[src/rtl/controlador_vga_if.sv]
// Video timing bundle from the VGA timing generator to the pixel/colour generator.
interface controlador_vga_if;
    logic       hsync;
    logic       vsync;
    logic       video_on;
    logic [9:0] pixelX;
    logic [9:0] pixelY;

    modport master (output hsync, output vsync, output video_on, output pixelX, output pixelY);
    modport slave  (input  hsync, input  vsync, input  video_on, input  pixelX, input  pixelY);
endinterface

[src/rtl/controlador_vga.sv]
// Free-running 640x480@60 VGA timing generator: raster counters plus registered
// sync, visible-area flag and pixel coordinates, all one cycle behind the counters.
module controlador_vga #(
    parameter int unsigned H_VISIBLE   = 640,
    parameter int unsigned H_FRONT     = 16,
    parameter int unsigned H_SYNC      = 96,
    parameter int unsigned H_BACK      = 48,
    parameter int unsigned V_VISIBLE   = 480,
    parameter int unsigned V_FRONT     = 10,
    parameter int unsigned V_SYNC      = 2,
    parameter int unsigned V_BACK      = 33,
    parameter int unsigned SYNC_ACTIVE = 0
) (
    input  logic                  clock,
    input  logic                  reset_n,
    controlador_vga_if.master     vga_o
);
    localparam int unsigned CW       = 10;
    localparam int unsigned H_TOTAL  = H_VISIBLE + H_FRONT + H_SYNC + H_BACK;
    localparam int unsigned V_TOTAL  = V_VISIBLE + V_FRONT + V_SYNC + V_BACK;
    localparam int unsigned HS_START = H_VISIBLE + H_FRONT;
    localparam int unsigned HS_END   = HS_START + H_SYNC;
    localparam int unsigned VS_START = V_VISIBLE + V_FRONT;
    localparam int unsigned VS_END   = VS_START + V_SYNC;
    localparam logic        SYNC_ON  = 1'(SYNC_ACTIVE);

    logic [CW-1:0] hcnt_q, hcnt_d;
    logic [CW-1:0] vcnt_q, vcnt_d;
    logic [CW-1:0] pixel_x_q, pixel_x_d;
    logic [CW-1:0] pixel_y_q, pixel_y_d;
    logic          video_on_q, video_on_d;
    logic          hsync_q, hsync_d;
    logic          vsync_q, vsync_d;

    // Raster advance and output decode from the current counter values.
    always_comb begin
        hcnt_d     = hcnt_q + CW'(1);
        vcnt_d     = vcnt_q;
        pixel_x_d  = hcnt_q;
        pixel_y_d  = vcnt_q;
        video_on_d = (hcnt_q < CW'(H_VISIBLE)) && (vcnt_q < CW'(V_VISIBLE));
        hsync_d    = ~SYNC_ON;
        vsync_d    = ~SYNC_ON;

        if (hcnt_q == CW'(H_TOTAL - 1)) begin
            hcnt_d = '0;
            vcnt_d = (vcnt_q == CW'(V_TOTAL - 1)) ? '0 : vcnt_q + CW'(1);
        end

        if ((hcnt_q >= CW'(HS_START)) && (hcnt_q < CW'(HS_END))) begin
            hsync_d = SYNC_ON;
        end
        // vsync depends on the line only, so it spans whole lines.
        if ((vcnt_q >= CW'(VS_START)) && (vcnt_q < CW'(VS_END))) begin
            vsync_d = SYNC_ON;
        end
    end

    always_ff @(posedge clock or negedge reset_n) begin
        if (!reset_n) begin
            hcnt_q     <= '0;
            vcnt_q     <= '0;
            pixel_x_q  <= '0;
            pixel_y_q  <= '0;
            video_on_q <= 1'b0;
            hsync_q    <= ~SYNC_ON;
            vsync_q    <= ~SYNC_ON;
        end else begin
            hcnt_q     <= hcnt_d;
            vcnt_q     <= vcnt_d;
            pixel_x_q  <= pixel_x_d;
            pixel_y_q  <= pixel_y_d;
            video_on_q <= video_on_d;
            hsync_q    <= hsync_d;
            vsync_q    <= vsync_d;
        end
    end

    assign vga_o.pixelX   = pixel_x_q;
    assign vga_o.pixelY   = pixel_y_q;
    assign vga_o.video_on = video_on_q;
    assign vga_o.hsync    = hsync_q;
    assign vga_o.vsync    = vsync_q;
endmodule

[src/flat_wrapper.sv]
// flat-port wrapper written by rule: the top's interface ports become plain ports
module controlador_vga_flat 
#(
    parameter int unsigned H_VISIBLE   = 640,
    parameter int unsigned H_FRONT     = 16,
    parameter int unsigned H_SYNC      = 96,
    parameter int unsigned H_BACK      = 48,
    parameter int unsigned V_VISIBLE   = 480,
    parameter int unsigned V_FRONT     = 10,
    parameter int unsigned V_SYNC      = 2,
    parameter int unsigned V_BACK      = 33,
    parameter int unsigned SYNC_ACTIVE = 0
)
  (clock, reset_n, vga_o_hsync, vga_o_vsync, vga_o_video_on, vga_o_pixelX, vga_o_pixelY);
  controlador_vga_if vga_o_i ();
  input  logic clock;
  input  logic reset_n;
  output wire logic [$bits(vga_o_i.hsync)-1:0] vga_o_hsync;
  output wire logic [$bits(vga_o_i.vsync)-1:0] vga_o_vsync;
  output wire logic [$bits(vga_o_i.video_on)-1:0] vga_o_video_on;
  output wire logic [$bits(vga_o_i.pixelX)-1:0] vga_o_pixelX;
  output wire logic [$bits(vga_o_i.pixelY)-1:0] vga_o_pixelY;
  assign vga_o_hsync = vga_o_i.hsync;
  assign vga_o_vsync = vga_o_i.vsync;
  assign vga_o_video_on = vga_o_i.video_on;
  assign vga_o_pixelX = vga_o_i.pixelX;
  assign vga_o_pixelY = vga_o_i.pixelY;
  controlador_vga #(.H_VISIBLE(H_VISIBLE), .H_FRONT(H_FRONT), .H_SYNC(H_SYNC), .H_BACK(H_BACK), .V_VISIBLE(V_VISIBLE), .V_FRONT(V_FRONT), .V_SYNC(V_SYNC), .V_BACK(V_BACK), .SYNC_ACTIVE(SYNC_ACTIVE)) u_core (.clock(clock), .reset_n(reset_n), .vga_o(vga_o_i));
endmodule
[config.mk]
export PLATFORM = sky130hd
export DESIGN_NAME = controlador_vga_flat
export DESIGN_NICKNAME = d
export VERILOG_FILES = /design/src/rtl/controlador_vga_if.sv /design/src/rtl/controlador_vga.sv /design/src/flat_wrapper.sv
export SDC_FILE = /design/constraint.sdc
export NUM_CORES = 1
export LEC_CHECK = 0
export CAP_MARGIN = 0
export CORE_ASPECT_RATIO = 1.5
export CORE_MARGIN = 1.5
export CORE_UTILIZATION = 38
export CTS_BUF_LIST = sky130_fd_sc_hd__clkbuf_4 sky130_fd_sc_hd__clkbuf_8
export CTS_CLUSTER_SIZE = 25
export DETAILED_ROUTE_END_ITERATION = 7
export GPL_ROUTABILITY_DRIVEN = 0
export GPL_TIMING_DRIVEN = 0
export SLEW_MARGIN = 20
export SYNTH_ARGS = -nofsm -noshare
export SYNTH_HDL_FRONTEND = slang
export SYNTH_SLANG_ARGS = --single-unit
[constraint.sdc]
create_clock -name clock -period 4.97 [get_ports clock]
set_input_delay 0.994 -clock clock [delete_from_list [all_inputs] [get_ports clock]]
set_output_delay 0.994 -clock clock [all_outputs]
set_load 0.05 [all_outputs]
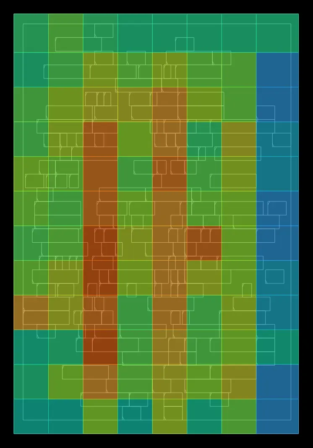
**Above:** run 1 (routing congestion).
met1 usage in global routing: 16.5%
met3 capacity usage during global routing: 4.03%
detail-routed net length per standard cell: 13.9 um
peak-usage layer in the global routing report: met2

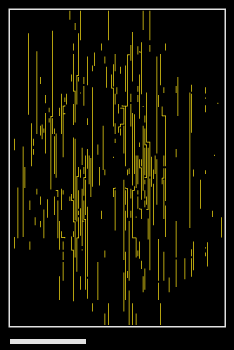
**Above:** run 1 (metal 2).
The bar under the picture is 20 um long.
wire length on this layer: 1490 um
nets with wire on the layer: 143
longest straight run: 35.7 um
share of all routed wire: 53%
main direction: vertical
GR Util met2: 22.4%
Detailed Route WL: 2.84 mm
Vias: 1063

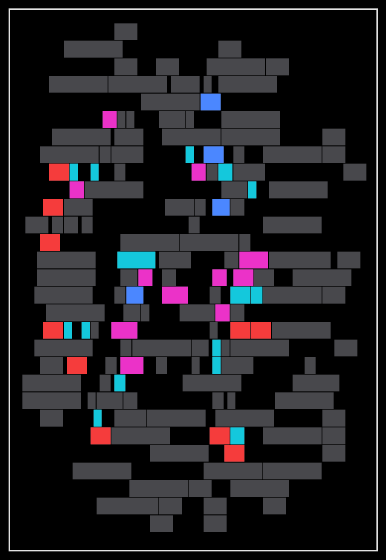
**Above:** run 1 (selected gate families).
[red] xor and xnor cells | cells: 10
[magenta] and/or cells | cells: 11 | most used: and3_1 | where: middle
[blue] non-inverting ao/oa cells | cells: 4
[cyan] nor cells | cells: 15 | most used: nor2_1
logic share of the area: 26.7%
Final Non-Filler Cells: 204
dominant logic cell type in the layout: sky130_fd_sc_hd__dfrtp_1

==> summary.txt, run 1 <==
impl run done, here's what came out: least setup slack across all paths after layout 2.39 ns, number of top-level pins 25, # H-tree levels 2, number of filler cells placed in the layout 396, drt first pass iters 4, ratio of final minimum period to clock period 52.0%, Die Span Y 83.6 um, final sum of negative setup slack 0 ns, cell class with the largest area share flip-flops and latches, worst path cell trace clkdlybuf4s50_1, clock distribution area overhead in the final layout 4.11%, Yosys cell types 36, peak clock frequency supported by timing 0.387 GHz, Final Max Tran Viols 0, category of the worst setup path capture point output pin, Hold WC Path Type flip-flop to flip-flop, Critical Path Source Type flip-flop, number of global-route vias before repair 1029, violation count after the first detailed-routing iteration 25, fp util 39.1%, warning count from the yosys run 0, fin util 48.5%, area occupied by registers 0.00108 mm2, insertion delay of the later-clocked pin in the worst-skew pair 0.29 ns, power density of the placed cells 277 mW/mm2, highest ir drop seen on vdd 205 uV, run status finished, final reports clean, final antenna diode count 0, fraction of synthesized cell area taken by the top area cell type 62.4%, buffering stage count on the worst path with inverters included 1, syn avg cell area 13.2 um2, horizontal die size 56.7 um, number of warnings the tools reported 29, die area 0.00474 mm2, clock skew 0.00346 ns, post-detailed-route count of antenna-violating nets 0, global-route wire length before repair 5.06 mm, standard cell with the maximum stage delay on the critical path sky130_fd_sc_hd__clkdlybuf4s50_1, core outline area 0.00421 mm2, max cap viols 0, Cell area leaders sky130_fd_sc_hd__dfrtp_1 (62%), sky130_fd_sc_hd__dfstp_2 (3.2%), sky130_fd_sc_hd__ha_1 (3.0%), sky130_fd_sc_hd__xnor2_1 (2.7%), sky130_fd_sc_hd__xor2_1 (2.7%), buffer type at the clock tree root sky130_fd_sc_hd__clkbuf_8, sequential cell area share 52.8%, tally of clock buffers in the finished layout 5, proportion of synthesized chip area in sequential cells 65.6%, Post-CTS Setup Inserts 0, clock tree from TritonCTS done, nets in the synthesized netlist 131
-- run 1: flip-flops by register name, summed over array words and instances (netlist names) --
name and count:
u_core.hcnt_q 10, u_core.pixel_y_d 10, u_core.vga_o.hsync 1, u_core.vga_o.pixelX 10, u_core.vga_o.pixelY 10, u_core.vga_o.video_on 1, u_core.vga_o.vsync 1
-- run 1: metal layers --
layer	routed length (um)	global-route usage, %	up-vias
li1	-	-	498
met1	1190	16.5	539
met2	1490	22.4	19
met3	97	4.03	7
met4	57	6.28	0
met5	0	0	-
-- run 1: kinds of logic after synthesis --
| kind of cell | share of synthesized area [%] |
|---|---|
| flops | 65.6 |
| simple gates | 17.6 |
| xor+xnor | 5.32 |
| mux | 1.37 |
| compound gates | 5.78 |
| fa+ha+maj | 3.04 |
| buf+inv | 1.37 |
-- run 1: path summary, 6_finish.rpt --
path	from	end	slack, ns	depth (start not counted)
worst min-delay path	u_core.pixel_y_d[8]$_DFFE_PN0N_	u_core.vga_o.pixelY[8]$_DFF_PN0_	0.45	0
max in group asynchronous	reset_n	u_core.vga_o.vsync$_DFF_PN1_	3.87	2
min in group asynchronous	reset_n	u_core.vga_o.pixelX[5]$_DFF_PN0_	0.58	1
worst max-delay path	u_core.vga_o.hsync$_DFF_PN1_	vga_o_hsync	2.39	1
worst max register to register	u_core.hcnt_q[0]$_DFF_PN0_	u_core.pixel_y_d[4]$_DFFE_PN0N_	2.87	5
worst min register to register	u_core.pixel_y_d[8]$_DFFE_PN0N_	u_core.vga_o.pixelY[8]$_DFF_PN0_	0.45	0
-- run 1: cell usage in the layout, fill, tap and decap left out, types with 2 or more instances in the layout --
| cell type | n |
|---|---|
| sky130_fd_sc_hd__dfstp_2 | 2 |
| sky130_fd_sc_hd__o21a_1 | 2 |
| sky130_fd_sc_hd__o21ai_0 | 3 |
| sky130_fd_sc_hd__ha_1 | 4 |
| sky130_fd_sc_hd__clkdlybuf4s50_1 | 23 |
| sky130_fd_sc_hd__nor2_1 | 9 |
| sky130_fd_sc_hd__dfrtp_1 | 41 |
| sky130_fd_sc_hd__clkbuf_8 | 5 |
| sky130_fd_sc_hd__and3_1 | 4 |
| sky130_fd_sc_hd__a22o_1 | 2 |
| sky130_fd_sc_hd__a21oi_1 | 2 |
| sky130_fd_sc_hd__nand4_1 | 5 |
| sky130_fd_sc_hd__inv_1 | 6 |
| sky130_fd_sc_hd__xnor2_1 | 5 |
| sky130_fd_sc_hd__clkinv_2 | 3 |
| sky130_fd_sc_hd__xor2_1 | 5 |
| sky130_fd_sc_hd__nor3_1 | 2 |
| sky130_fd_sc_hd__nand3_1 | 8 |
| sky130_fd_sc_hd__nand2_1 | 5 |
-- run 1: stage by stage --
step           instance area, um2  hold WS, ns  total power [W]
6_report                     2040        0.454         0.000565
5_1_grt                      2040        0.483         0.000589
4_1_cts                      2040        0.455         0.000574
3_5_place_dp                 1960        0.438         0.000366
3_3_place_gp                 1940        0.423         0.000364
2_1_floorplan                1650        0.398         0.000357
-- run 1: power by group --
group | total, W | internal (W) | switching (W)
sequential | 0.000350 | 0.000350 | 0
combinational | 0.00000840 | 0.00000187 | 0.00000654
clock | 0.000207 | 0.0000961 | 0.000111
total | 0.000565 | 0.000448 | 0.000117
==> run 1 -> run 2 <==
==> constraint.sdc (replaced) <==
create_clock -name clock -period 2.5 [get_ports clock]
set_input_delay 0.5 -clock clock [delete_from_list [all_inputs] [get_ports clock]]
set_output_delay 0.5 -clock clock [all_outputs]
set_load 0.05 [all_outputs]
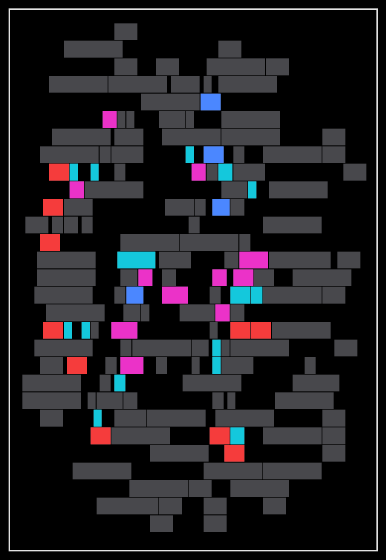
**Above:** run 2 (selected gate families).
[blue] non-inverting ao/oa cells | cells: 4
[magenta] and/or cells | cells: 11 | most used: and3_1 | where: middle
[cyan] nor cells | cells: 15 | most used: nor2_1
[red] xor and xnor cells | cells: 10

==> run 2 against run 1 <==
Effect of this change: cell count unchanged; critical endpoint is now u_core.pixel_y_d[4]$_DFFE_PN0N_; sequential power up 99%; combinational power up 99%; non-clock buffer count unchanged; clock-buffer cell count unchanged; area after synthesis unchanged; power up 99%.
==> summary.txt, run 2 <==
impl run done, here's what came out: post-detailed-route count of antenna-violating nets 0 (unchanged), antenna violations before repair 0 (unchanged), Detailed Route WL 2.84 mm (unchanged), violation count after the first detailed-routing iteration 25 (unchanged), syn avg cell area 13.2 um2 (unchanged), warning count from the yosys run 0 (unchanged), worst setup path class flip-flop to flip-flop (was flip-flop to output pin), proportion of synthesized chip area in sequential cells 65.6% (unchanged), detail-routed net length per standard cell 13.9 um (unchanged), fp util 39.1% (unchanged), ratio of final minimum period to clock period 83.8%, cell type contributing the most total cell area after synthesis sky130_fd_sc_hd__dfrtp_1 (unchanged), run status finished, final reports clean (unchanged), Critical Path Fanout Max 10 (was 1), clock skew 0.00346 ns (unchanged), horizontal die size 56.7 um (unchanged), number of global-route vias before repair 1029 (unchanged), # H-tree levels 2 (unchanged), Yosys cell types 36 (unchanged), fin util 48.5% (unchanged), final antenna diode count 0 (unchanged), Die Span Y 83.6 um (unchanged), Hold WC Path Type primary input to asynchronous set/reset pin (was flip-flop to flip-flop), synthesis-stage register bit count 43 (unchanged), routed vias/inst 5.21 (unchanged), number of port buffers 24 (unchanged), number of warnings the tools reported 29 (unchanged), core outline area 0.00421 mm2 (unchanged), post-CTS clock slew at the launch and capture registers of the worst setup and hold paths 0.08 ns (about the same), drt first pass iters 4 (unchanged), top cells by count sky130_fd_sc_hd__dfrtp_1 (41), sky130_fd_sc_hd__nor2_1 (9), sky130_fd_sc_hd__nand3_1 (8), sky130_fd_sc_hd__inv_1 (6) (unchanged), Net count, final 163 (unchanged), worst hold slack across all endpoints 0.0889 ns (was 0.454 ns), most instantiated flip-flop cell in the synthesis netlist sky130_fd_sc_hd__dfrtp_1 (unchanged), yosys simple share 17.6% (unchanged), max cap viols 0 (unchanged), post-cts hold buffer count 0 (unchanged), clock tree from TritonCTS done (unchanged), Cell area leaders sky130_fd_sc_hd__dfrtp_1 (62%), sky130_fd_sc_hd__dfstp_2 (3.2%), sky130_fd_sc_hd__ha_1 (3.0%), sky130_fd_sc_hd__xnor2_1 (2.7%), sky130_fd_sc_hd__xor2_1 (2.7%) (unchanged), minimum clock period 2.10 ns, fraction of synthesized cell area taken by the top area cell type 62.4% (unchanged), leakage power total 0.945 nW (unchanged), die area 0.00474 mm2 (unchanged), Final Hold Violation Tally 0 (unchanged), Post-CTS Setup Inserts 0 (unchanged), final routed DRC violation total 0 (unchanged), nets in the synthesized netlist 131 (unchanged), endpoint arrival time on the critical path 2.26 ns (was 1.59 ns), most frequent cells in the layout sky130_fd_sc_hd__dfrtp_1 (41), sky130_fd_sc_hd__clkdlybuf4s50_1 (23), sky130_fd_sc_hd__nor2_1 (9) (unchanged), power density of the placed cells 550 mW/mm2 (was 277 mW/mm2), fraction of synthesized area in multiplexers 1.37% (unchanged), Vias 1063 (unchanged), buffer type at the clock tree root sky130_fd_sc_hd__clkbuf_8 (unchanged), synthesized netlist cell count 125 (unchanged), insertion delay of the later-clocked pin in the worst-skew pair 0.29 ns (about the same), Final Max Tran Viols 0 (unchanged), FA/HA/MAJ Cells, Area Fraction 3.04% (unchanged), dominant non-sequential cell family after synthesis simple AND/OR/NAND/NOR gates (unchanged), dominant logic cell type in the layout sky130_fd_sc_hd__dfrtp_1 (unchanged), Compound Share, Synth 5.78% (unchanged), area added between synthesis and finish 24.1% (unchanged), Yosys chip area 0.00165 mm2 (unchanged), Critical Path Source Type flip-flop (unchanged), category of the worst setup path capture point flip-flop (was output pin), number of top-level pins 25 (unchanged), global-route wire length before repair 5.06 mm (unchanged), xor+xnor area frac 5.32% (unchanged), share of cells above drive strength 1 12.7% (unchanged), Final Total Pwr 0.00112 W (was 0.000565 W), maximum clock path buffer count 2 (unchanged), highest ir drop seen on vdd 407 uV (was 205 uV), peak clock frequency supported by timing 0.477 GHz
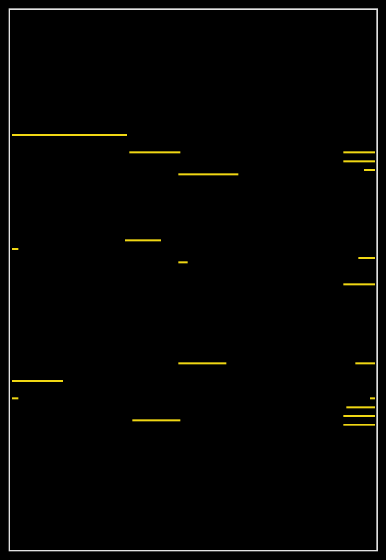
**Above:** run 2 (signal wires on met3).
wire length on this layer: 97.5 um
main direction: horizontal
nets with wire on the layer: 15
longest straight run: 17.5 um
share of all routed wire: 3.4%

run 2: final cells by class:
class	instances	area, um2
inverter	6	22.5
tap	46	57.6
fill	396	2170
timing repair buffer	25	255
clock buffer	5	68.8
sequential	43	1080
clock inverter	3	15.0
multi-input combinational	76	544
run 2: cells by family (layout without fill, tap and decap cells):
group / after synthesis / count (layout)
AND/OR/NAND/NOR: 47 / 47
flip-flops: 43 / 43
AND-OR/OR-AND: 13 / 13
XOR/XNOR: 10 / 10
buffers and inverters: 6 / 39
adder cells (fa/ha/maj): 4 / 4
multiplexers: 2 / 2
run 2: worst max-delay path, cell delays in order, from the launching register on:
cell and delay, ns:
sky130_fd_sc_hd__dfrtp_1 0.45, sky130_fd_sc_hd__ha_1 0.24, sky130_fd_sc_hd__nand4_1 0.29, sky130_fd_sc_hd__nor3_4 0.52
sky130_fd_sc_hd__nand4_1 0.15, sky130_fd_sc_hd__mux2_1 0.33
run 2: worst paths after layout:
check	depth (start not counted)	start	slack [ns]	to
max in group asynchronous	2	reset_n	1.89	u_core.vga_o.vsync$_DFF_PN1_
min	1	reset_n	0.09	u_core.vga_o.pixelX[5]$_DFF_PN0_
min reg2reg	0	u_core.pixel_y_d[8]$_DFFE_PN0N_	0.45	u_core.vga_o.pixelY[8]$_DFF_PN0_
max	5	u_core.hcnt_q[0]$_DFF_PN0_	0.40	u_core.pixel_y_d[4]$_DFFE_PN0N_
min in group clock	0	u_core.pixel_y_d[8]$_DFFE_PN0N_	0.45	u_core.vga_o.pixelY[8]$_DFF_PN0_
max reg2reg	5	u_core.hcnt_q[0]$_DFF_PN0_	0.40	u_core.pixel_y_d[4]$_DFFE_PN0N_
run 2: per-stage QoR:
step	TNS, ns	std cells	area [um2]	setup slack (ns)
floorplan	0	125	1650	0.710
global placement	-2.94	195	1940	-0.0735
detailed placement	0	196	1960	0.432
CTS	0	204	2040	0.392
global route	0	204	2040	0.254
finish	0	204	2040	0.404
run 2: power breakdown:
group / switching [W] / internal, W / leakage, nW
combinational: 0.0000130 / 0.00000371 / 0.333
sequential: 0 / 0.000695 / 0.565
clock: 0.000220 / 0.000191 / 0.0477
run 2: metal layers:
metal / global-route usage [%] / share of wire, % / vias to the layer above
met5: 0 / 0 / -
met2: 22.4 / 53 / 19
met4: 6.28 / 2.0 / 0
met1: 16.5 / 42 / 539
met3: 4.03 / 3.4 / 7
li1: - / - / 498
**Run 2: port wiring**

The bar under the picture is 20 um long.
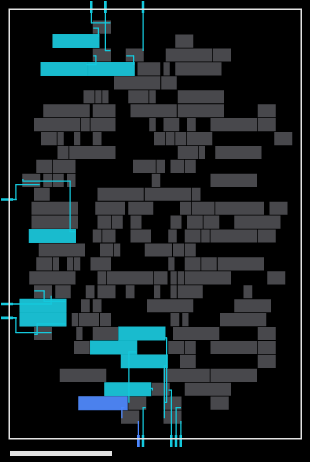

==> run 2 -> run 3 <==
==> constraint.sdc (replaced) <==
create_clock -name clock -period 1.82 [get_ports clock]
set_input_delay 0.364 -clock clock [delete_from_list [all_inputs] [get_ports clock]]
set_output_delay 0.364 -clock clock [all_outputs]
set_load 0.05 [all_outputs]
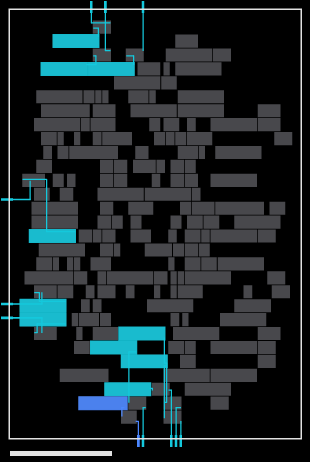
**Above:** run 3 (port wiring).
The bar under the picture is 20 um long.
[cyan] vga_o_pixelX | bits: 10 | direction: output | edge: 4 bottom, 3 top, 3 left | end cells: 10 | buffers: 10 | wire: 152 um
[blue] vga_o_hsync | bits: 1 | direction: output | edge: bottom | end cells: 1 | buffers: 1 | wire: 5.50 um
number of top-level pins: 25
number of port buffers: 24

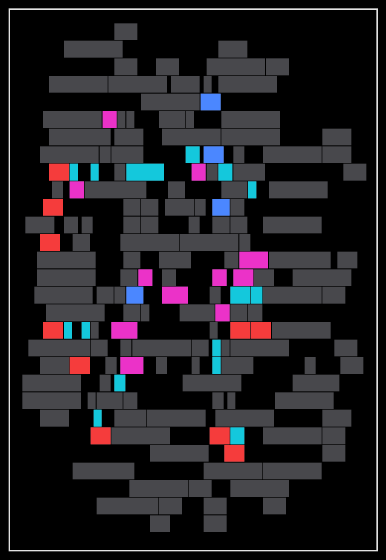
**Above:** run 3 (selected gate families).
[blue] non-inverting ao/oa cells | cells: 4
[red] xor and xnor cells | cells: 10
[magenta] and/or cells | cells: 11 | most used: and3_1 | where: middle
[cyan] nor cells | cells: 15 | most used: nor2_1
Final Non-Filler Cells: 217
logic share of the area: 25.7%

==> run 3 against run 2 <==
Effect of this change: synthesized cell count unchanged; sequential cell count unchanged; power up 38%.
==> summary.txt, run 3 <==
impl run done, here's what came out: run status finished, final reports clean (unchanged), nets in the synthesized netlist 131 (unchanged), standard cell with the maximum stage delay on the critical path sky130_fd_sc_hd__clkdlybuf4s50_1 (was sky130_fd_sc_hd__nor3_4), core outline area 0.00421 mm2 (unchanged), dominant non-sequential cell family after synthesis simple AND/OR/NAND/NOR gates (unchanged), global-route wire length before repair 5.22 mm (was 5.06 mm), antenna violations before repair 0 (unchanged), Compound Share, Synth 5.78% (unchanged), cell type contributing the most total cell area after synthesis sky130_fd_sc_hd__dfrtp_1 (unchanged), drt first pass iters 4 (unchanged), endpoint arrival time on the critical path 1.42 ns (was 2.26 ns), highest ir drop seen on vdd 565 uV (was 407 uV), horizontal die size 56.7 um (unchanged), violation count after the first detailed-routing iteration 23 (was 25), fraction of synthesized area in multiplexers 1.37% (unchanged), routed vias/inst 5.16 (was 5.21), ratio of final minimum period to clock period 97.9%, final sum of negative setup slack 0 ns (unchanged), top cells by count sky130_fd_sc_hd__dfrtp_1 (41), sky130_fd_sc_hd__nor2_1 (9), sky130_fd_sc_hd__nand3_1 (8), sky130_fd_sc_hd__inv_1 (6) (unchanged), leakage power total 1.11 nW (was 0.945 nW), worst hold slack across all endpoints 0.455 ns (was 0.0889 ns), met3 capacity usage during global routing 4.03% (unchanged), syn avg cell area 13.2 um2 (unchanged), buffer type at the clock tree root sky130_fd_sc_hd__clkbuf_8 (unchanged), synthesis-stage register bit count 43 (unchanged), Die Span Y 83.6 um (unchanged), Levels on crit path 1 (was 5), warning count from the yosys run 0 (unchanged), buffering stage count on the worst path with inverters included 1 (was 0), cell internal power dissipation 0.00122 W (was 0.000890 W), flop-to-flop setup slack 0.05 ns (was 0.40 ns), Critical Path Fanout Max 1 (was 10), peak clock frequency supported by timing 0.561 GHz, # H-tree levels 2 (unchanged), family with the most delay on the worst path buffers and inverters (was simple AND/OR/NAND/NOR gates), peak-usage layer in the global routing report met2 (unchanged), worst path cell trace clkdlybuf4s50_1 (was ha_1 > nand4_1 > nor3_4 > nand4_1 > mux2_1), Final Total Pwr 0.00154 W (was 0.00112 W), fraction of synthesized cell area taken by the top area cell type 62.4% (unchanged), post-placement worst setup slack -0.248 ns (was 0.432 ns), post-CTS clock slew at the launch and capture registers of the worst setup and hold paths 0.08 ns (about the same), total overflow reported by the global router 0 (unchanged), number of filler cells placed in the layout 384 (was 396), area added between synthesis and finish 32.3% (was 24.1%), Detailed Route WL 2.99 mm (was 2.84 mm), Yosys cell types 36 (unchanged), launching instance or port of the critical path u_core.vga_o.pixelX[9]$_DFF_PN0_ (was u_core.hcnt_q[0]$_DFF_PN0_), dominant logic cell type in the layout sky130_fd_sc_hd__dfrtp_1 (unchanged), number of placed instances, taps included 196 (unchanged), insertion delay of the later-clocked pin in the worst-skew pair 0.29 ns (about the same), share of cells above drive strength 1 22.2% (was 12.7%), least setup slack across all paths after layout 0.0380 ns (was 0.404 ns), share of power burned in combinational logic 1.6% (was 1.5%), most frequent cells in the layout sky130_fd_sc_hd__dfrtp_1 (37), sky130_fd_sc_hd__clkdlybuf4s50_1 (14), sky130_fd_sc_hd__buf_4 (12) (was sky130_fd_sc_hd__dfrtp_1 (41), sky130_fd_sc_hd__clkdlybuf4s50_1 (23), sky130_fd_sc_hd__nor2_1 (9)), FA/HA/MAJ Cells, Area Fraction 3.04% (unchanged), Final Hold Violation Tally 0 (unchanged), GR Util met2 23.0% (was 22.4%), number of warnings the tools reported 30 (was 29), fp util 39.1% (unchanged), xor+xnor area frac 5.32% (unchanged), final antenna diode count 0 (unchanged), Cell area leaders sky130_fd_sc_hd__dfrtp_1 (62%), sky130_fd_sc_hd__dfstp_2 (3.2%), sky130_fd_sc_hd__ha_1 (3.0%), sky130_fd_sc_hd__xnor2_1 (2.7%), sky130_fd_sc_hd__xor2_1 (2.7%) (unchanged), detail-routed net length per standard cell 13.8 um (was 13.9 um), maximum clock path buffer count 2 (unchanged), Vias 1119 (was 1063), clock skew 0.00392 ns (was 0.00346 ns), Hold WC Path Type flip-flop to flip-flop (was primary input to asynchronous set/reset pin), post-detailed-route count of antenna-violating nets 0 (unchanged), crit path capture vga_o_pixelX[9] (was u_core.pixel_y_d[4]$_DFFE_PN0N_), switching portion of total power 20.8% (about the same), category of the worst setup path capture point output pin (was flip-flop), worst setup path class flip-flop to output pin (was flip-flop to flip-flop), power density of the placed cells 709 mW/mm2 (was 550 mW/mm2), depth of the worst register-to-register path 4 (was 5), minimum clock period 1.78 ns, number of global-route vias before repair 1071 (was 1029), delay of the slowest critical-path stage 0.79 ns (was 0.52 ns), final routed DRC violation total 0 (unchanged), max cap viols 0 (unchanged)
-- run 3: kinds of logic after synthesis --
| family | count (synthesis) |
|---|---|
| AOI/OAI and AO/OA | 13 |
| DFF | 43 |
| and+or+nand+nor | 47 |
| muxes | 2 |
| adders and majority gates | 4 |
| buffers and inverters | 6 |
| xor gates and xnor gates | 10 |
-- run 3: power by group through the flow --
stage,logic (W),clock network [W],registers (W)
finish,0.0000246,0.000565,0.000955
global route,0.0000294,0.000627,0.000955
CTS,0.0000265,0.000589,0.000955
detailed placement,0.0000248,0,0.000974
global placement,0.0000199,0,0.000974
floorplan,0.000000000236,0,0.000974
-- run 3: worst min-delay path by stage --
stage,start,end,depth (start not counted)
after CTS,u_core.pixel_y_d[8]$_DFFE_PN0N_,u_core.vga_o.pixelY[8]$_DFF_PN0_,0
after global placement,u_core.pixel_y_d[8]$_DFFE_PN0N_,u_core.vga_o.pixelY[8]$_DFF_PN0_,0
after floorplan,reset_n,u_core.hcnt_q[0]$_DFF_PN0_,0
after detailed placement,reset_n,u_core.vga_o.pixelY[6]$_DFF_PN0_,1
final,u_core.pixel_y_d[8]$_DFFE_PN0N_,u_core.vga_o.pixelY[8]$_DFF_PN0_,0
after global routing,u_core.hcnt_q[1]$_DFF_PN0_,u_core.vga_o.pixelX[1]$_DFF_PN0_,0
-- run 3: what timing repair did --
action | 4_1_cts | 5_1_grt
setup endpoints to repair | 14 | 14
setup buffers | 8 | 4
resized | 5 | 11
pin swaps | 2 | 2
endpoints found under the hold margin | 11 | 0
hold buffers | 1 | 0
-- run 3: per-layer routing --
layer  share of wire (%)  wire, um  vias to the layer above
li1                    -         -                      527
met1                  40      1190                      553
met2                  53      1590                       30
met3                 4.7       141                        9
met4                 2.2        67                        0
met5                   0         0                        -
-- run 3: metrics by stage --
stage / instance area [um2] / util, %
global route: 2180 / 51.7
global placement: 1940 / 46.2
finish: 2180 / 51.7
CTS: 2110 / 50.2
floorplan: 1650 / -
detailed placement: 1960 / 46.5
-- run 3: area by class of cell --
class	instances	area (um2)	share of cell area (%)
flip-flops and latches	43	1080	49.8
multi-input cells	76	559	25.7
repair buffers	38	370	17.0
inverters	6	22.5	1.03
well taps	46	57.6	2.64
clock inverters	3	15.0	0.690
clock buffers	5	68.8	3.16
Power is estimated from default activity; no workload was simulated.
